--- src/rtl/ctrl_pkg.sv ---
// ctrl_pkg: shared state encoding, instruction field offsets and class codes for seq_control_unit.
package ctrl_pkg;
    typedef enum logic [2:0] {IDLE, DECODE, EXEC, WB, HALT} state_t;
    localparam int CLASS_LSB = 1;
    localparam int CARRY_BIT = 2;
    localparam int OP_MSB    = 3;
    localparam int JSEL_MSB  = 9;
    localparam int JCTRL_MSB = 12;
    localparam logic [1:0] NORMAL = 2'b00;
    localparam logic [1:0] SYS    = 2'b11;
    typedef struct packed {
        logic       stk_addr_sel;
        logic       stk_w;
        logic       stk_s;
        logic [2:0] sp;
        logic       r_w;
        logic       r_s;
        logic       carry_w;
        logic       instr_type;
    } flags_t;
endpackage

--- src/rtl/ctrl_field_decode.sv ---
// ctrl_field_decode: combinational IR-to-controls mapping plus halt/illegal class flags.
module ctrl_field_decode
    import ctrl_pkg::*;
#(
    parameter int JCTRL_W = 6,
    parameter int OP_W    = 5,
    parameter int JSEL_W  = 3,
    localparam int INSTR_W = 12 + JCTRL_W
) (
    input  logic [INSTR_W-1:0] ir_i,
    output flags_t             flags_o,
    output logic [OP_W-1:0]    op_o,
    output logic [JSEL_W-1:0]  jsel_o,
    output logic [JCTRL_W-1:0] jctrl_o,
    output logic               halt_o,
    output logic               illegal_o
);
    // Ascending view so indices match the instruction's bit-0-is-MSB numbering.
    logic [0:INSTR_W-1] b;
    logic [1:0]         cls;
    logic [OP_W-1:0]    op;
    logic               normal;
    logic               unused_rsvd;
    assign b           = ir_i;
    assign cls         = b[0:CLASS_LSB];
    assign op          = b[OP_MSB +: OP_W];
    assign normal      = cls == NORMAL;
    assign halt_o      = cls == SYS && &op;
    assign illegal_o   = !normal && !halt_o;
    assign unused_rsvd = b[8];
    always_comb begin
        flags_o              = '0;
        flags_o.stk_addr_sel = normal & ~b[OP_MSB] & b[OP_MSB+1];
        flags_o.stk_w        = normal & b[OP_MSB] & b[OP_MSB+4];
        flags_o.stk_s        = normal & b[OP_MSB];
        flags_o.sp           = {flags_o.stk_addr_sel, 2'b00};
        flags_o.r_w          = normal & b[OP_MSB+3];
        flags_o.r_s          = normal & ~b[OP_MSB] & ~b[OP_MSB+1];
        flags_o.carry_w      = normal & b[CARRY_BIT];
        flags_o.instr_type   = normal & b[CARRY_BIT];
        op_o                 = normal ? op : '0;
        jsel_o               = normal ? b[JSEL_MSB +: JSEL_W] : '0;
        jctrl_o              = normal ? b[JCTRL_MSB +: JCTRL_W] : '0;
    end
endmodule

--- src/rtl/seq_control_unit.sv ---
// seq_control_unit: registered multi-cycle instruction decoder with stall, trap, halt and retire counter.
module seq_control_unit
    import ctrl_pkg::*;
#(
    parameter int JCTRL_W     = 6,
    parameter int OP_W        = 5,
    parameter int JSEL_W      = 3,
    parameter int STK_WB_2CYC = 1,
    parameter int CNT_W       = 16,
    localparam int INSTR_W    = 12 + JCTRL_W
) (
    input  logic               i_clk,
    input  logic               i_rst,
    input  logic [INSTR_W-1:0] i_instr,
    input  logic               i_instr_valid,
    output logic               o_instr_ready,
    input  logic               i_stall,
    output logic               o_ctrl_valid,
    output logic               o_wb_phase,
    output logic               o_stkAddrSel,
    output logic               o_stkWCtrl,
    output logic               o_stkSCtrl,
    output logic               o_RWCtrl,
    output logic               o_RSCtrl,
    output logic               o_carryWCtrl,
    output logic               o_instrTypeCtrl,
    output logic [2:0]         o_spCtrl,
    output logic [OP_W-1:0]    o_instrOP,
    output logic [JSEL_W-1:0]  o_jSelCtrl,
    output logic [JCTRL_W-1:0] o_jCtrl,
    output logic               o_illegal,
    output logic               o_halted,
    output logic [CNT_W-1:0]   o_retired
);
    state_t             state_q, state_d;
    logic [INSTR_W-1:0] ir_q, ir_d;
    flags_t             flags_q, flags_d, dec_flags;
    logic [OP_W-1:0]    op_q, op_d, dec_op;
    logic [JSEL_W-1:0]  jsel_q, jsel_d, dec_jsel;
    logic [JCTRL_W-1:0] jctrl_q, jctrl_d, dec_jctrl;
    logic               illegal_q, illegal_d, dec_halt, dec_illegal;
    logic [CNT_W-1:0]   retired_q, retired_d;
    logic               retire;

    ctrl_field_decode #(.JCTRL_W(JCTRL_W), .OP_W(OP_W), .JSEL_W(JSEL_W)) u_dec (
        .ir_i     (ir_q),
        .flags_o  (dec_flags),
        .op_o     (dec_op),
        .jsel_o   (dec_jsel),
        .jctrl_o  (dec_jctrl),
        .halt_o   (dec_halt),
        .illegal_o(dec_illegal)
    );

    always_comb begin
        state_d   = state_q;
        ir_d      = ir_q;
        flags_d   = flags_q;
        op_d      = op_q;
        jsel_d    = jsel_q;
        jctrl_d   = jctrl_q;
        illegal_d = 1'b0;
        retire    = 1'b0;
        case (state_q)
            IDLE: if (i_instr_valid) begin
                ir_d    = i_instr;
                state_d = DECODE;
            end
            DECODE: begin
                // Decoder zeroes every field for non-normal classes, so trap/halt leave controls at 0.
                flags_d   = dec_flags;
                op_d      = dec_op;
                jsel_d    = dec_jsel;
                jctrl_d   = dec_jctrl;
                illegal_d = dec_illegal;
                state_d   = dec_halt ? HALT : dec_illegal ? IDLE : EXEC;
            end
            EXEC, WB: if (!i_stall) begin
                if (state_q == EXEC && flags_q.stk_w && STK_WB_2CYC != 0) begin
                    state_d = WB;
                end else begin
                    retire  = 1'b1;
                    flags_d = '0;
                    op_d    = '0;
                    jsel_d  = '0;
                    jctrl_d = '0;
                    state_d = IDLE;
                end
            end
            HALT:    state_d = HALT;
            default: state_d = IDLE;
        endcase
        retired_d = retired_q + {{(CNT_W-1){1'b0}}, retire};
    end

    always_ff @(posedge i_clk or posedge i_rst) begin
        if (i_rst) begin
            state_q   <= IDLE;
            ir_q      <= '0;
            flags_q   <= '0;
            op_q      <= '0;
            jsel_q    <= '0;
            jctrl_q   <= '0;
            illegal_q <= 1'b0;
            retired_q <= '0;
        end else begin
            state_q   <= state_d;
            ir_q      <= ir_d;
            flags_q   <= flags_d;
            op_q      <= op_d;
            jsel_q    <= jsel_d;
            jctrl_q   <= jctrl_d;
            illegal_q <= illegal_d;
            retired_q <= retired_d;
        end
    end

    assign o_instr_ready   = state_q == IDLE;
    assign o_ctrl_valid    = state_q == EXEC || state_q == WB;
    assign o_wb_phase      = state_q == WB;
    assign o_halted        = state_q == HALT;
    assign o_illegal       = illegal_q;
    assign o_retired       = retired_q;
    assign o_stkAddrSel    = flags_q.stk_addr_sel;
    assign o_stkWCtrl      = flags_q.stk_w;
    assign o_stkSCtrl      = flags_q.stk_s;
    assign o_spCtrl        = flags_q.sp;
    assign o_RWCtrl        = flags_q.r_w;
    assign o_RSCtrl        = flags_q.r_s;
    assign o_carryWCtrl    = flags_q.carry_w;
    assign o_instrTypeCtrl = flags_q.instr_type;
    assign o_instrOP       = op_q;
    assign o_jSelCtrl      = jsel_q;
    assign o_jCtrl         = jctrl_q;
endmodule

--- config.mk ---
export PLATFORM = sky130hd
export DESIGN_NAME = seq_control_unit
export DESIGN_NICKNAME = d
export VERILOG_FILES = /design/src/rtl/ctrl_pkg.sv /design/src/rtl/ctrl_field_decode.sv /design/src/rtl/seq_control_unit.sv
export SDC_FILE = /design/constraint.sdc
export NUM_CORES = 1
export LEC_CHECK = 0
export CORE_MARGIN = 8
export CORE_UTILIZATION = 50
export CTS_BUF_LIST = sky130_fd_sc_hd__clkbuf_8
export CTS_CLUSTER_DIAMETER = 50
export DETAILED_ROUTE_END_ITERATION = 6
export DONT_BUFFER_PORTS = 1
export PLACE_DENSITY = 0.66
export RECOVER_POWER = 25
export SETUP_SLACK_MARGIN = 0.15
export SYNTH_ARGS = -nofsm -noshare
export SYNTH_HDL_FRONTEND = slang
export SYNTH_SLANG_ARGS = --single-unit
export TNS_END_PERCENT = 5
--- constraint.sdc ---
create_clock -name i_clk -period 2.2 [get_ports i_clk]
set_input_delay 0.44 -clock i_clk [delete_from_list [all_inputs] [get_ports i_clk]]
set_output_delay 0.44 -clock i_clk [all_outputs]
set_load 0.02 [all_outputs]
==> reports/writeup.txt, run 1 <==
The flow ran to the end, and the final reports show no timing, DRC or antenna violations. With the worst-case setup slack after placement at 234 ps, the residual antenna-violating net count after detailed routing is 0. In this run the post-CTS setup repair buffer count came out at 0. The logs give 52.2% for the effective utilization at floorplan and 11.6% for the headroom to the max-slew limit.

The switching power total came out at 1.34 mW. Area of placed instances: 0.00250 mm². After its last routability iteration, the placer logged a weighted congestion of 0.753. The synthesized netlist devotes 15.2% of its cell area to simple gates. For the clock group, total power comes out at 0.773 mW.

The type recorded for the worst min-delay path is primary input to register. The run gives 3.59 mW as the overall power after layout. The chip area line in the Yosys stat output reads 0.00248 mm².

The number of cells on the worst reg-to-reg path works out to 9. The highest attainable clock frequency was 547 MHz. The endpoint of the worst hold path is reported as state_q[0]. Per the post-synthesis report, the number of cells in the design is 213. The register with the most flip-flops in the layout has 17 of them. The most common cell after layout, fill and taps aside is dfrtp_1.
-- run 1: critical path, cell delays in order, from the launching register on --
cell     delay, ps
dfrtp_1        370
inv_2           60
a21o_1         160
nor2_1         170
ha_1           180
ha_1           200
inv_1           80
nor3_2         260
nand2_1        110
xnor2_1        130
-- run 1: layout make-up --
class | count | area (µm²)
Inverter | 5 | 18.8
Tap cell | 67 | 83.8
Fill cell | 430 | 2120
Multi-Input combinational cell | 139 | 958
Clock inverter | 3 | 67.6
Clock buffer | 5 | 68.8
Sequential cell | 55 | 1380
Timing Repair Buffer | 9 | 65.1
==> run_1/met1.png <==
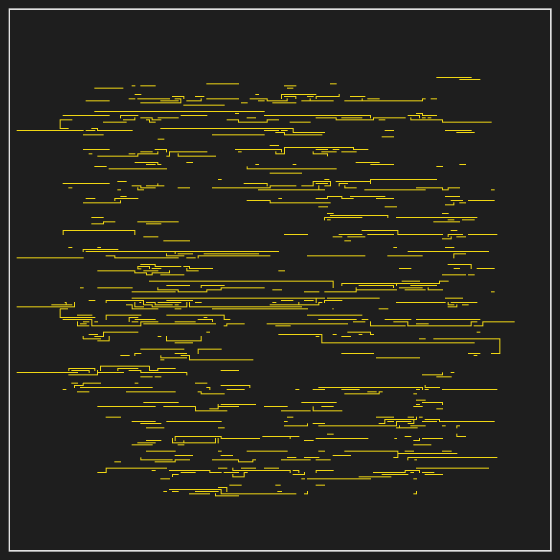
wire length on this layer	2030 µm
longest straight run	30.8 µm
share of all routed wire	44%
main direction	horizontal
nets with wire on the layer	210

==> run_1/cell_classes.png <==
Fill, decap, tap and diode cells in gray.
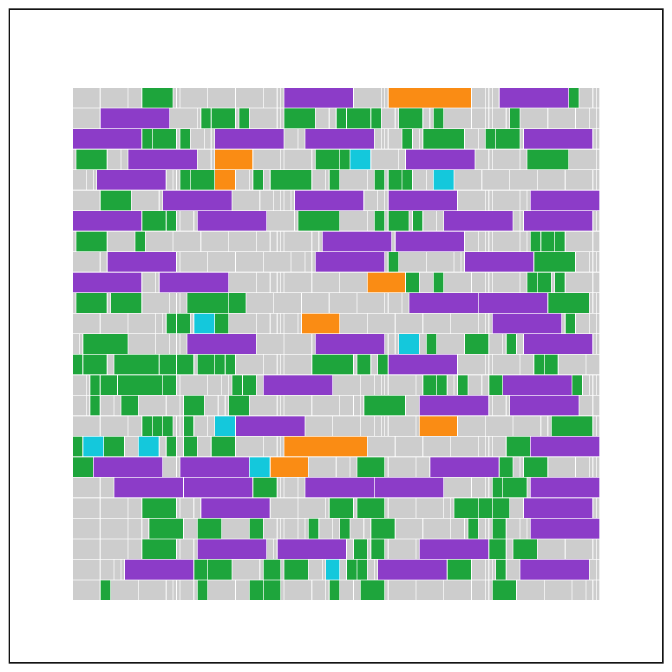
class	color	cells
flops	purple	55
other buffers and delay cells	cyan	9
all other logic	green	144
clock drivers and dummy loads	orange	8

==> run_1/met3.png <==
Bar = 20 µm.
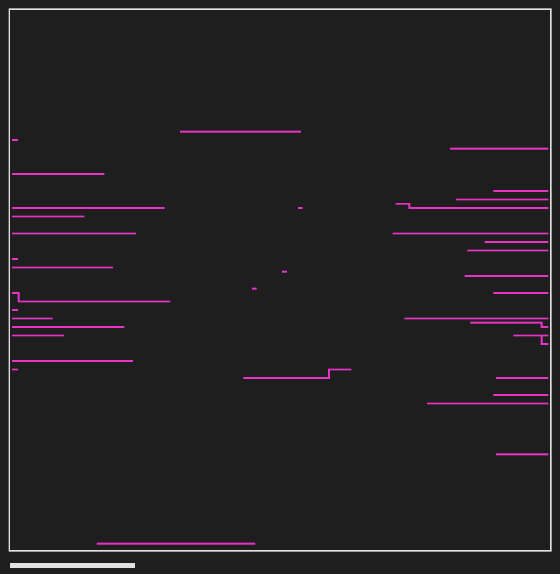
longest straight run	25.1 µm
nets with wire on the layer	32
main direction	horizontal
wire length on this layer	448 µm
share of all routed wire	9.6%

==> run_1/wire_density.png <==
Bar = 20 µm. 17 x 17 tiles, from dark blue (low) to red (high), scaled to the fullest tile. Values are wire area over tile area, all layers added.
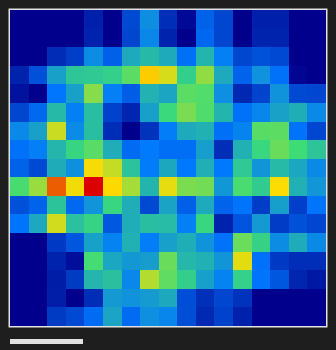
densest ninth of the die	left middle
nearly empty tiles	16%
tiles over half the peak	13%

==> run 2, diff against run 1 <==
PLACE_DENSITY = 0.69   (was 0.66)
clock period = 1.6 ns   (was 2.2 ns; I/O delays follow)
==> run_2/cell_classes.png <==
Fill, decap, tap and diode cells in gray.
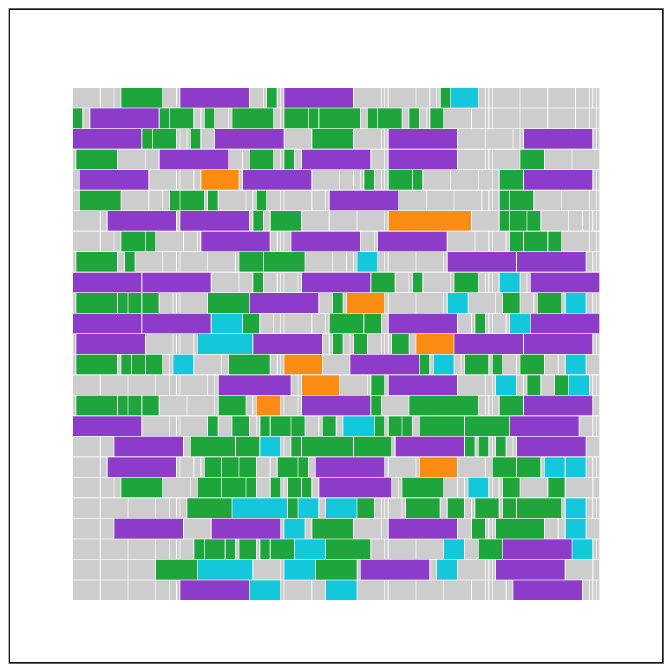
class	color	cells
clock drivers and dummy loads	orange	8
all other logic	green	144
flops	purple	55
other buffers and delay cells	cyan	32

==> run_2/met3.png <==
Bar = 20 µm.
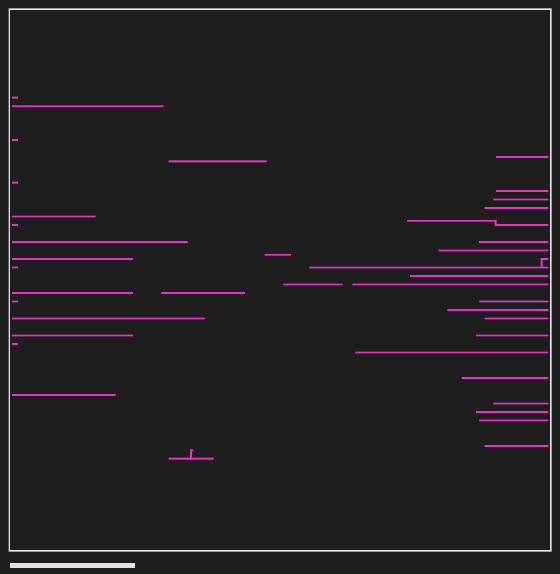
main direction	horizontal
longest straight run	38.0 µm
share of all routed wire	11%
wire length on this layer	535 µm
nets with wire on the layer	37

==> run 2 against run 1 <==
Net effect:
- via count is 7.8% higher
- combinational power is 95% higher
- worst hold slack worse by 110 ps
- core utilization is 7.8 points higher
- cell count is 8.1% higher
- fmax is 16% higher
==> reports/writeup.txt, run 2 <==
The timing report shows the most common cell along the critical path to be inv_2. The instance count of the mapped netlist is 213, and the headroom to the max-slew limit is 46.9%. The critical path's largest stage delay is 370 ps. The critical path contains buffers and inverters numbering 2 combined. For the met1 demand-to-capacity share in global routing, the log shows 15.4%.

The area share of and/or/nand/nor cells after synthesis is 15.2%, and the final weighted congestion in routability-driven placement is 0.829. The number of flip-flops in the largest register was 17. The final-layout fill cell count was 383. The floorplan step records an initial core utilization of 52.2%. The class of the tightest hold or removal check is primary input to register. In this run the post-CTS setup repair buffer count came out at 3.

The share of synthesized area in the top cell type comes to 55.5%. The worst-case setup slack after placement was -52.4 ps. The timing report gives the worst reg2reg path a setup slack of 20 ps.

The yosys synthesis chip area was 0.00248 mm²; the number of synthesized register bits was 55. Nets still carrying antenna violations after routing amount to 0. The highest attainable clock frequency was 633 MHz. The depth of the critical timing path with buffers and inverters included was 9. The run finished with clean final reports. For the switching power total, the log shows 2.03 mW.

The dominant delay contributor by cell family on the critical path was flip-flops. The run gives 0.950 mW as the clock group total power. Traced cell by cell, the critical path runs through inv_2 > a21o_1 > nor2_2 > ha_2 > ha_4 > inv_2 > nor3_4 > nand2_1 > xnor2_1.

The flow reports that the clock network draws 17.7% of the design power.
run 2: stage by stage:
stage	std cells	power [mW]	area, µm²	utilization, %
floorplan	214	3.71	2530	-
global placement	294	4.11	2710	57.0
detailed placement	294	4.16	2710	57.0
CTS	306	5.31	2950	62.0
global route	306	5.69	3010	63.3
finish	306	5.37	3010	63.3
run 2: area by class of cell:
class	instances	area [µm²]	area share [%]
clock buffers	6	82.6	2.74
repair buffers	32	307	10.2
well taps	67	83.8	2.78
multi-input cells	139	1100	36.5
clock inverters	2	38.8	1.29
inverters	5	20.0	0.665
flip-flops and latches	55	1380	45.8
run 2: routing by layer:
metal / vias to the layer above / share of wire [%]
met5: - / 0
met4: 0 / 0.89
met3: 4 / 11
met2: 44 / 49
met1: 746 / 39
li1: 750 / -
==> run 3, diff against run 2 <==
CORE_UTILIZATION = 39   (was 50)
PLACE_DENSITY = default   (was 0.69)
==> run_3/final_clocks.png <==
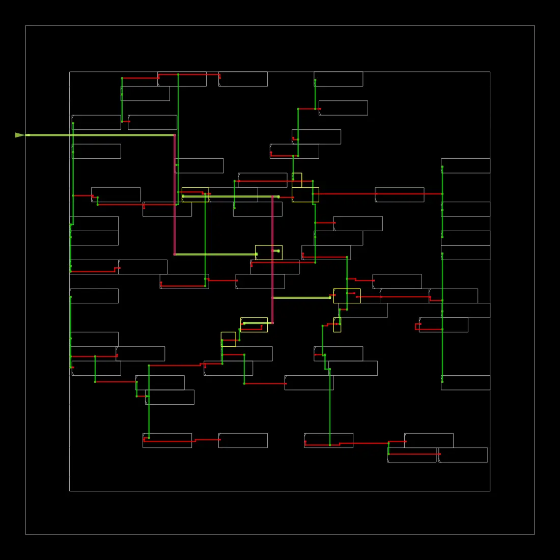
count of clock buffers in the final design: 5
number of buffers created by CTS: 5

==> run_3/wire_density.png <==
Bar = 20 µm. 19 x 19 tiles, from dark blue (low) to red (high), scaled to the fullest tile. Values are wire area over tile area, all layers added.
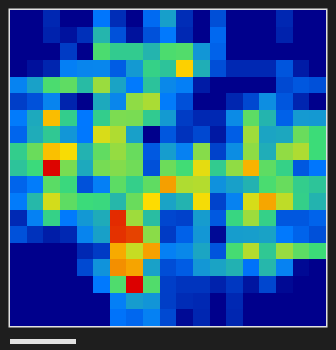
nearly empty tiles	23%
fullest tile	0.33
mean over tiles	0.091
emptiest ninth of the die	top right
tiles over half the peak	21%

==> run 3 against run 2 <==
Net effect:
- the run now ends with setup timing left
- count of clock-buffer cells in the layout down 1
- die area up 23%
- global-route usage down 1.9 points
- largest cell class unchanged
- highest routed layer unchanged
==> reports/writeup.txt, run 3 <==
The met2 wire length is 2380 µm. The number of synthesized register bits was 55; the fraction of synthesized cell area taken by the top area cell type was 55.5%. The finished cells cover 0.00291 mm². The run finished, with violations left. The run gives 14.6% for the clock share of power. The number of flip-flops in the largest register is 17, and the number of setup violations in the final report is 9.

The checks that failed: setup timing. The critical path's largest stage delay came out at 410 ps. For the number of flip-flops and latches, the log shows 55. After clock tree synthesis, the setup repair step added 0 buffers. The clock group total power was 0.743 mW; the final-layout fill cell count was 587.

With the final critical-path setup slack at -26.9 ps, the met1 demand-to-capacity share in global routing is 13.7%. Along the critical path, the tally of buffer and inverter instances is 0. Signal nets in the final route climb as high as met4.

The most common cell after layout, fill and taps aside was dfrtp_1. The dominant delay contributor by cell family on the critical path was simple AND/OR/NAND/NOR gates. In this run the tightest slew margin relative to its limit is 50.8%.

The cell-mix breakdown from Yosys lists the simple-gate area share as 15.2%. The run gives 2.92% for the proportion of cell area spent on the clock network. The slowest stage of the critical path is the dfrtp_2 cell.

For reference, the critical path cell chain is a21o_1 > nor2_2 > ha_2 > nand2_4 > nor3_4 > nand3_1 > xnor2_1. The detailed router put a total of 2040 µm of wire on met1.
==> run 3: worst paths after layout <==
path	slack, ps	startpoint	depth (start not counted)	end
min in group asynchronous	550	i_rst	2	o_carryWCtrl
worst max register to register	-30	o_stkWCtrl	7	o_retired[13]
max in group asynchronous	280	i_rst	3	o_stkWCtrl
worst max-delay path	-30	o_stkWCtrl	7	o_retired[13]
worst min-delay path	160	i_instr[10]	1	ir_q[10]
worst min register to register	520	ir_q[1]	1	ir_q[1]
==> run 3: cells by family after synthesis <==
group / Yosys count
muxes: 17
other: 1
buffers and inverters: 20
adders and majority gates: 3
and+or+nand+nor: 78
xor gates and xnor gates: 14
AOI/OAI and AO/OA: 25
DFF: 55
Power figures rest on the tool's default switching activity, not on a simulated workload.
